==> config.mk <==
export PLATFORM = sky130hd
export DESIGN_NAME = operand_fetch
export DESIGN_NICKNAME = d
export VERILOG_FILES = /design/src/rtl/operand_fetch.sv
export SDC_FILE = /design/constraint.sdc
export NUM_CORES = 1
export LEC_CHECK = 0
export CAP_MARGIN = 20
export CORE_MARGIN = 4
export CORE_UTILIZATION = 40
export CTS_BUF_LIST = sky130_fd_sc_hd__clkbuf_8
export CTS_CLUSTER_SIZE = 20
export DETAILED_ROUTE_END_ITERATION = 8
export GPL_ROUTABILITY_DRIVEN = 0
export GPL_TIMING_DRIVEN = 0
export PLACE_DENSITY = 0.75
export SETUP_SLACK_MARGIN = 0.2
export SLEW_MARGIN = 25
export SYNTH_ARGS = -nofsm -noshare
export SYNTH_HDL_FRONTEND = slang
export SYNTH_SLANG_ARGS = --single-unit
==> constraint.sdc <==
create_clock -name clk -period 1.9 [get_ports clk]
set_input_delay 0.38 -clock clk [delete_from_list [all_inputs] [get_ports clk]]
set_output_delay 0.38 -clock clk [all_outputs]
set_load 0.005 [all_outputs]
Run 1, register map, names as in the netlist:
Scale: 4 px per um. Other sequential cells in the stronger gray, the rest of the logic in the fainter gray.
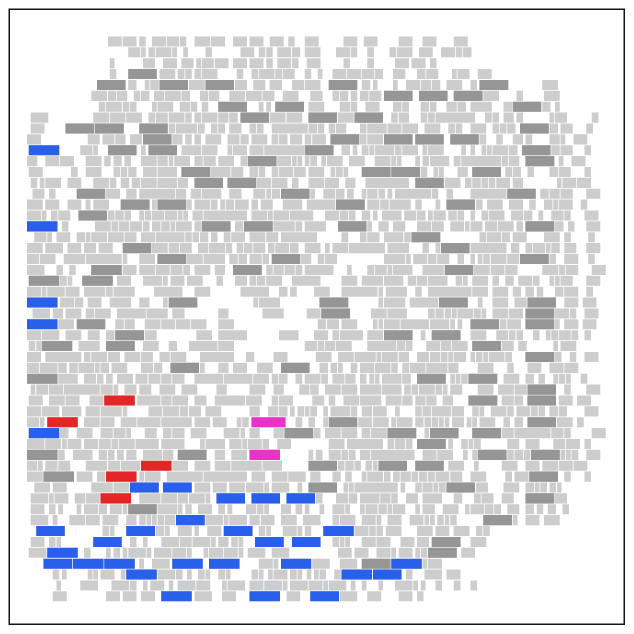
Blue is `out_payload`, sequential cells 32. Red is `rs2_q`, sequential cells 5, where bottom left. Magenta is `state`, sequential cells 2.
sequential power: 3.20 mW
sequential share of cell area: 20.5%
final core utilization: 71.2%

Run 1, wiring by layer:
Scale: 2 px per um. Only two layers are drawn.
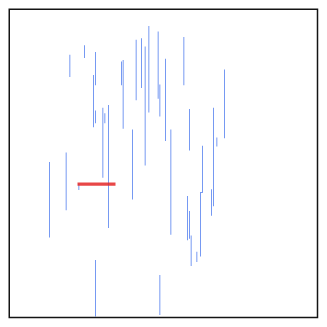
Red is M5, wire length 17.5 um. Blue is M4, wire length 916 um.
WL per Instance: 20.9 um
Detailed Route WL: 37,400 um
routed vias: 10,300
Global Route Usage Sum: 28.2%

Run 1, routed metal per tile:
Scale: 2 px per um. 31 x 31 tiles, from dark blue (low) to red (high), scaled to the fullest tile. Values are wire area over tile area, all layers added.
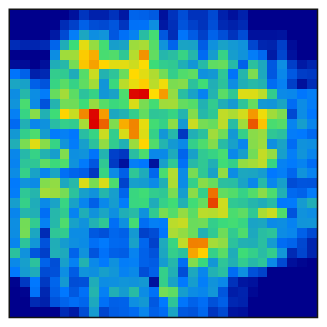
The mean over all tiles is 0.27. 22% of the tiles are over half the peak. The fullest tile reaches 0.78.

==> results.toml, run 1 <==
# yosys + openroad results
[status]
run_status = "complete, but fails checks"
violations = "setup timing"

[logic_synthesis]
synth_cells = 1124
topCombFamilyByArea = "simple AND/OR/NAND/NOR gates"
yosysUniqueCellTypes = 37
xor_area_share_pct = 1.86
yosysCellCount = 1124
ys_sh_adder_pct = 0
yosys.stat.seqShare_pct = 34.8
synthAoiAreaFrac_pct = 8.45
yosys_warnings = 0
synthMuxAreaShare_pct = 9.97

[global_routing]
antenna_found_initial = 1
busiest_layer = "met2"
grt_overflow = 0
grtUsageMet3_pct = 7.58
grt_pass1_vias = 9774
grt_start_max_net_pins = 17

[detailed_routing]
postRouteAntennaNets = 0
drc_errors = 0
drtIter0Drc = 941

[sta]
worst_slew_pin_slew_ps = 672
grt_setup_unrepaired = "yes"
fin_worst_skew_ps = 13.9
fin_hold_ws_ps = 234
fin_setup_tns_ps = -86030
maxSlewViolCount = 0
fin_ws_ps = -1030
setup_viol = 138
fin_crit_ps = 2930
fmax_mhz = 341

[worst_setup_path]
cp_num_cells = 10
r2r_cells = 12
crit_family = "simple AND/OR/NAND/NOR gates"
critPathRequiredTime_ps = 1520
crit_slowest_cell = "or4_4"
crit_chain = "or4_4 > nor2_4 > buf_6 > and3b_2 > buf_12 > buf_12 > buf_16 > nand2_2 > a21oi_2 > buf_2"
crit_buf_inv = 5
slowest_delay_ps = 540
crit_top_cell = "buf_12"
cp.arrival_ps = 2550
worstSetupPathType = "reg -> out"
endpoint_kind = "output port"

[pwr]
power_frac_seq_pct = 41.9
power.density_nw_per_um2 = 523
p_sw_mw = 2.05
pwr-share-clk_pct = 40.4
power.leakage_nw = 6.04
combinationalPowerShare_pct = 17.7
intPower_mw = 5.58

[floorplanning]
die_w_um = 153
ios = 267
chipArea_um2 = 23500
fp.dieH_um = 153

[layout]
instances_no_fill = 1787
area_growth_pct = 72.5
final_cell_mix = "nand2_1, nand3_1, clkdlybuf4s50_1, dfxtp_1, a21oi_2"
stdcell_area_um2 = 14600
num_antenna_cells = 0
layout.cells.most_common = "nand2_1"
fin_nets = 1658
fillerInstances = 1548

[placement]
dpl.cell_count = 1655
post-dp-hpwl_um = 23600
numPortBuffers = 261
dp_slack_ps = -1320
placed_area_um2 = 11700

[clock_tree]
clock_sinks = 147
cts-root-buf = "clkbuf_8"
cts_hold_buf = 0
clk_latency_ps = 470
tritoncts = "yes"

[hold_path]
hold_depth = 2

[job]
warnings = 29
max_cap_violations = 0
[run 1: synthesized netlist by cell type (all sizes together)]
cell type / instances / area (um^2)
nor3: 3 / 15.0
clkbuf: 64 / 240
or2: 1 / 6.26
a21oi: 137 / 686
and2: 1 / 6.26
nand3: 195 / 976
or4: 4 / 37.5
nand4b: 1 / 23.8
a31oi: 1 / 6.26
o211ai: 1 / 12.5
xor2: 2 / 17.5
mux2: 74 / 833
nand4: 65 / 407
inv: 3 / 11.3
nand2: 272 / 1020
dfxtp: 147 / 2940
buf: 44 / 342
xnor2: 16 / 140
and4: 2 / 17.5
o211a: 1 / 10.0
or3b: 32 / 280
nor4: 3 / 33.8
and3b: 2 / 17.5
nor2b: 11 / 68.8
nor2: 8 / 42.5
mux2i: 1 / 10.0
nand3b: 33 / 248
[run 1: kinds of logic after synthesis]
kind of cell | count (synthesis)
xor gates and xnor gates | 18
muxes | 75
buffers and inverters | 111
and+or+nand+nor | 633
AOI/OAI and AO/OA | 140
DFF | 147
[run 1: final cells by class]
| type | count | area, um^2 | area share, % |
|---|---|---|---|
| buffer | 108 | 1050 | 7.17 |
| clock buffer | 18 | 248 | 1.70 |
| sequential | 147 | 2980 | 20.5 |
| inverter | 3 | 18.8 | 0.129 |
| clock inverter | 14 | 234 | 1.60 |
| timing repair buffer | 361 | 3710 | 25.4 |
| multi-input combinational | 866 | 6010 | 41.2 |
| tap | 270 | 338 | 2.32 |
[run 1: stage by stage]
step / utilization, % / power [mW]
2_1_floorplan: - / 3.68
3_3_place_gp: 57.1 / 4.31
3_5_place_dp: 57.1 / 4.32
4_1_cts: 63.8 / 7.45
5_1_grt: 71.2 / 7.84
6_report: 71.2 / 7.63
[run 1: layer usage]
metal  part of all wire, %  wire length (um)
met3                    10              3790
met5                 0.046                17
met2                    48             18000
met1                    39             14600
met4                   2.5               916
[run 1: power by group through the flow]
stage | clock network (mW) | registers (mW) | logic [mW]
floorplan | 0 | 3.25 | 0.432
global placement | 0 | 3.26 | 1.05
CTS | 3.08 | 3.19 | 1.17
finish | 3.08 | 3.20 | 1.35
global route | 3.21 | 3.21 | 1.42
detailed placement | 0 | 3.26 | 1.06
[run 1: timing repair]
action / 4_1_cts / 5_1_grt
buffers inserted: 50 / 33
setup endpoints to repair: 255 / 256
endpoints found under the hold margin: 0 / 0
gates resized: 469 / 349
cloned: 5 / 12
pin swaps: 64 / 100
Run 1, I/O nets highlighted:
Scale: 3 px per um.
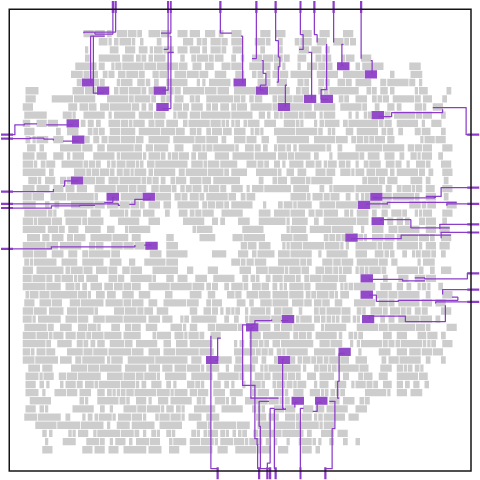

--- run 2 (diff from run 1) ---
--- a/config.mk
+++ b/config.mk
@@ -14,5 +14,5 @@
 export GPL_ROUTABILITY_DRIVEN = 0
 export GPL_TIMING_DRIVEN = 0
-export PLACE_DENSITY = 0.75
+export PLACE_DENSITY_LB_ADDON = 0.3
 export SETUP_SLACK_MARGIN = 0.2
 export SLEW_MARGIN = 25
==> constraint.sdc (replaced) <==
create_clock -name clk -period 3.6 [get_ports clk]
set_input_delay 0.54 -clock clk [delete_from_list [all_inputs] [get_ports clk]]
set_output_delay 0.54 -clock clk [all_outputs]
set_load 0.005 [all_outputs]
Run 2, I/O nets highlighted:
Scale: 3 px per um.
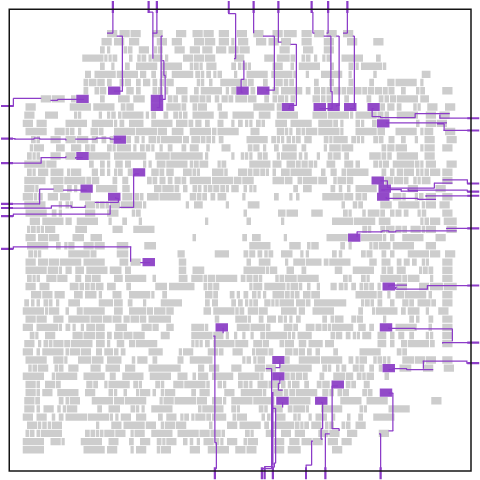
Purple is `rf_rs2_data`, bits 32, direction input, end cells 32, buffers 32, wire 1,110 um.
buffers added on ports: 261
IO Count: 267

Run 2, routed metal per tile:
Scale: 2 px per um. 31 x 31 tiles, from dark blue (low) to red (high), scaled to the fullest tile. Values are wire area over tile area, all layers added.
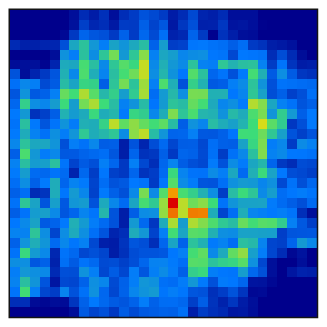
The mean over all tiles is 0.23. 8.5% of the tiles are over half the peak. The fullest tile reaches 0.92. 8.4% of the tiles are nearly empty.
Detailed Route WL: 32,500 um
routed vias: 9,585
Global Route Usage Sum: 26.4%
WL per Instance: 19.2 um

==> results.toml, run 2 <==
# yosys + openroad results
[worst_setup_path]
r2r_cells = 6
cp.arrival_ps = 2790
slowest_delay_ps = 580
critPathRequiredTime_ps = 3060
crit_buf_inv = 3
endpoint_kind = "output port"
worstSetupPathType = "reg -> out"
cp_num_cells = 8
crit_chain = "or4_4 > o211ai_4 > or2_1 > buf_6 > buf_8 > nand2_1 > a21oi_1 > clkdlybuf4s50_1"
crit_family = "buffers and inverters"
crit_slowest_cell = "or4_4"

[logic_synthesis]
edf_count = 0
yosys_warnings = 0
yosysTopAreaCellShare_pct = 34.8
async_flop_share_pct = 0
synth_cells = 1124
yosysMostFrequentCell = "nand2_1"
yosysUniqueCellTypes = 37
yosys_area_um2 = 8450
largest_area_cell = "dfxtp_1"
yosys.stat.seqShare_pct = 34.8
yosysCellCount = 1124

[sta]
fin_hold_ws_ps = 457
worst_slew_pin_slew_ps = 919
fin_ws_ps = 266
fin_crit_ps = 3330
fmax_mhz = 300
setup_viol = 0
grt_setup_unrepaired = "yes"
fin_worst_skew_ps = 10.1

[detailed_routing]
postRouteAntennaNets = 0
drc_errors = 0
drtIter0Drc = 871

[layout]
num_antenna_cells = 0
stdcell_area_um2 = 12100
final_cell_mix = "nand2_1, clkdlybuf4s50_1, nand3_1, dfxtp_1, a21oi_1"
fillerInstances = 1945
fin_nets = 1567
comb_area_um2 = 5000
fin_util_pct = 59.1
area_growth_pct = 43.3
layout.cells.most_common = "nand2_1"

[clock_tree]
cts_hold_buf = 0
clock_sinks = 147
cts-root-buf = "clkbuf_8"
tritoncts = "yes"

[hold_path]
hold_depth = 2

[pwr]
power.leakage_nw = 4.28
power_mw = 3.83
power.density_nw_per_um2 = 316

[floorplanning]
die_w_um = 153
chipArea_um2 = 23500

[global_routing]
antenna_found_initial = 0
grt_start_max_net_pins = 17
grt_overflow = 0
grt_pass1_vias = 9343

[job]
warnings = 28

[placement]
dp_slack_ps = -40.9
post-dp-hpwl_um = 23000
placed_area_um2 = 11400

[status]
run_status = "complete, no violations"
-- run 2: layout make-up --
type                       instances  area share (%)
inverter                           3          0.0929
timing repair buffer             270            22.5
clock buffer                      18            2.04
multi-input combinational        866            41.3
buffer                           108            5.14
clock inverter                    14            1.86
tap                              270            2.79
sequential                       147            24.3
-- run 2: worst min-delay path: stages, from the launching register on --
cell	delay [ps]
dfxtp_1	320
nand2_1	50
a21oi_1	50
-- run 2: power by group --
part	switching, mW	total, mW	internal (mW)
Sequential	0.0231	1.68	1.66
Combinational	0.271	0.562	0.292
Clock	0.730	1.58	0.855
Total	1.02	3.83	2.81
-- run 2: per-stage QoR --
step           instances  setup TNS, ps
2_1_floorplan       1124              0
3_3_place_gp        1655          -8.49
3_5_place_dp        1655           -150
4_1_cts             1690              0
5_1_grt             1696              0
6_report            1696              0
-- run 2: logic make-up after synthesis --
group	synth area share [%]
XOR/XNOR	1.86
AND/OR/NAND/NOR	37.9
multiplexers	9.97
buffers and inverters	7.01
flip-flops	34.8
AND-OR/OR-AND	8.45
-- run 2: timing repair --
item / in CTS / in global routing
endpoints found under the hold margin: 0 / 0
resized: 12 / 48
buffers inserted: 3 / 6
pin swaps: 1 / 4
gates cloned: 0 / 0
endpoints found under the setup margin: 62 / 53
-- run 2: metal layers --
| layer | global-route usage [%] | routed length [um] | vias to the layer above |
|---|---|---|---|
| met5 | 0 | 0 | - |
| met4 | 7.53 | 846 | 0 |
| met3 | 7.72 | 3080 | 83 |
| li1 | - | - | 4512 |
| met2 | 43.8 | 15400 | 509 |
| met1 | 33.6 | 13200 | 4481 |
Power is estimated from default activity; no workload was simulated.
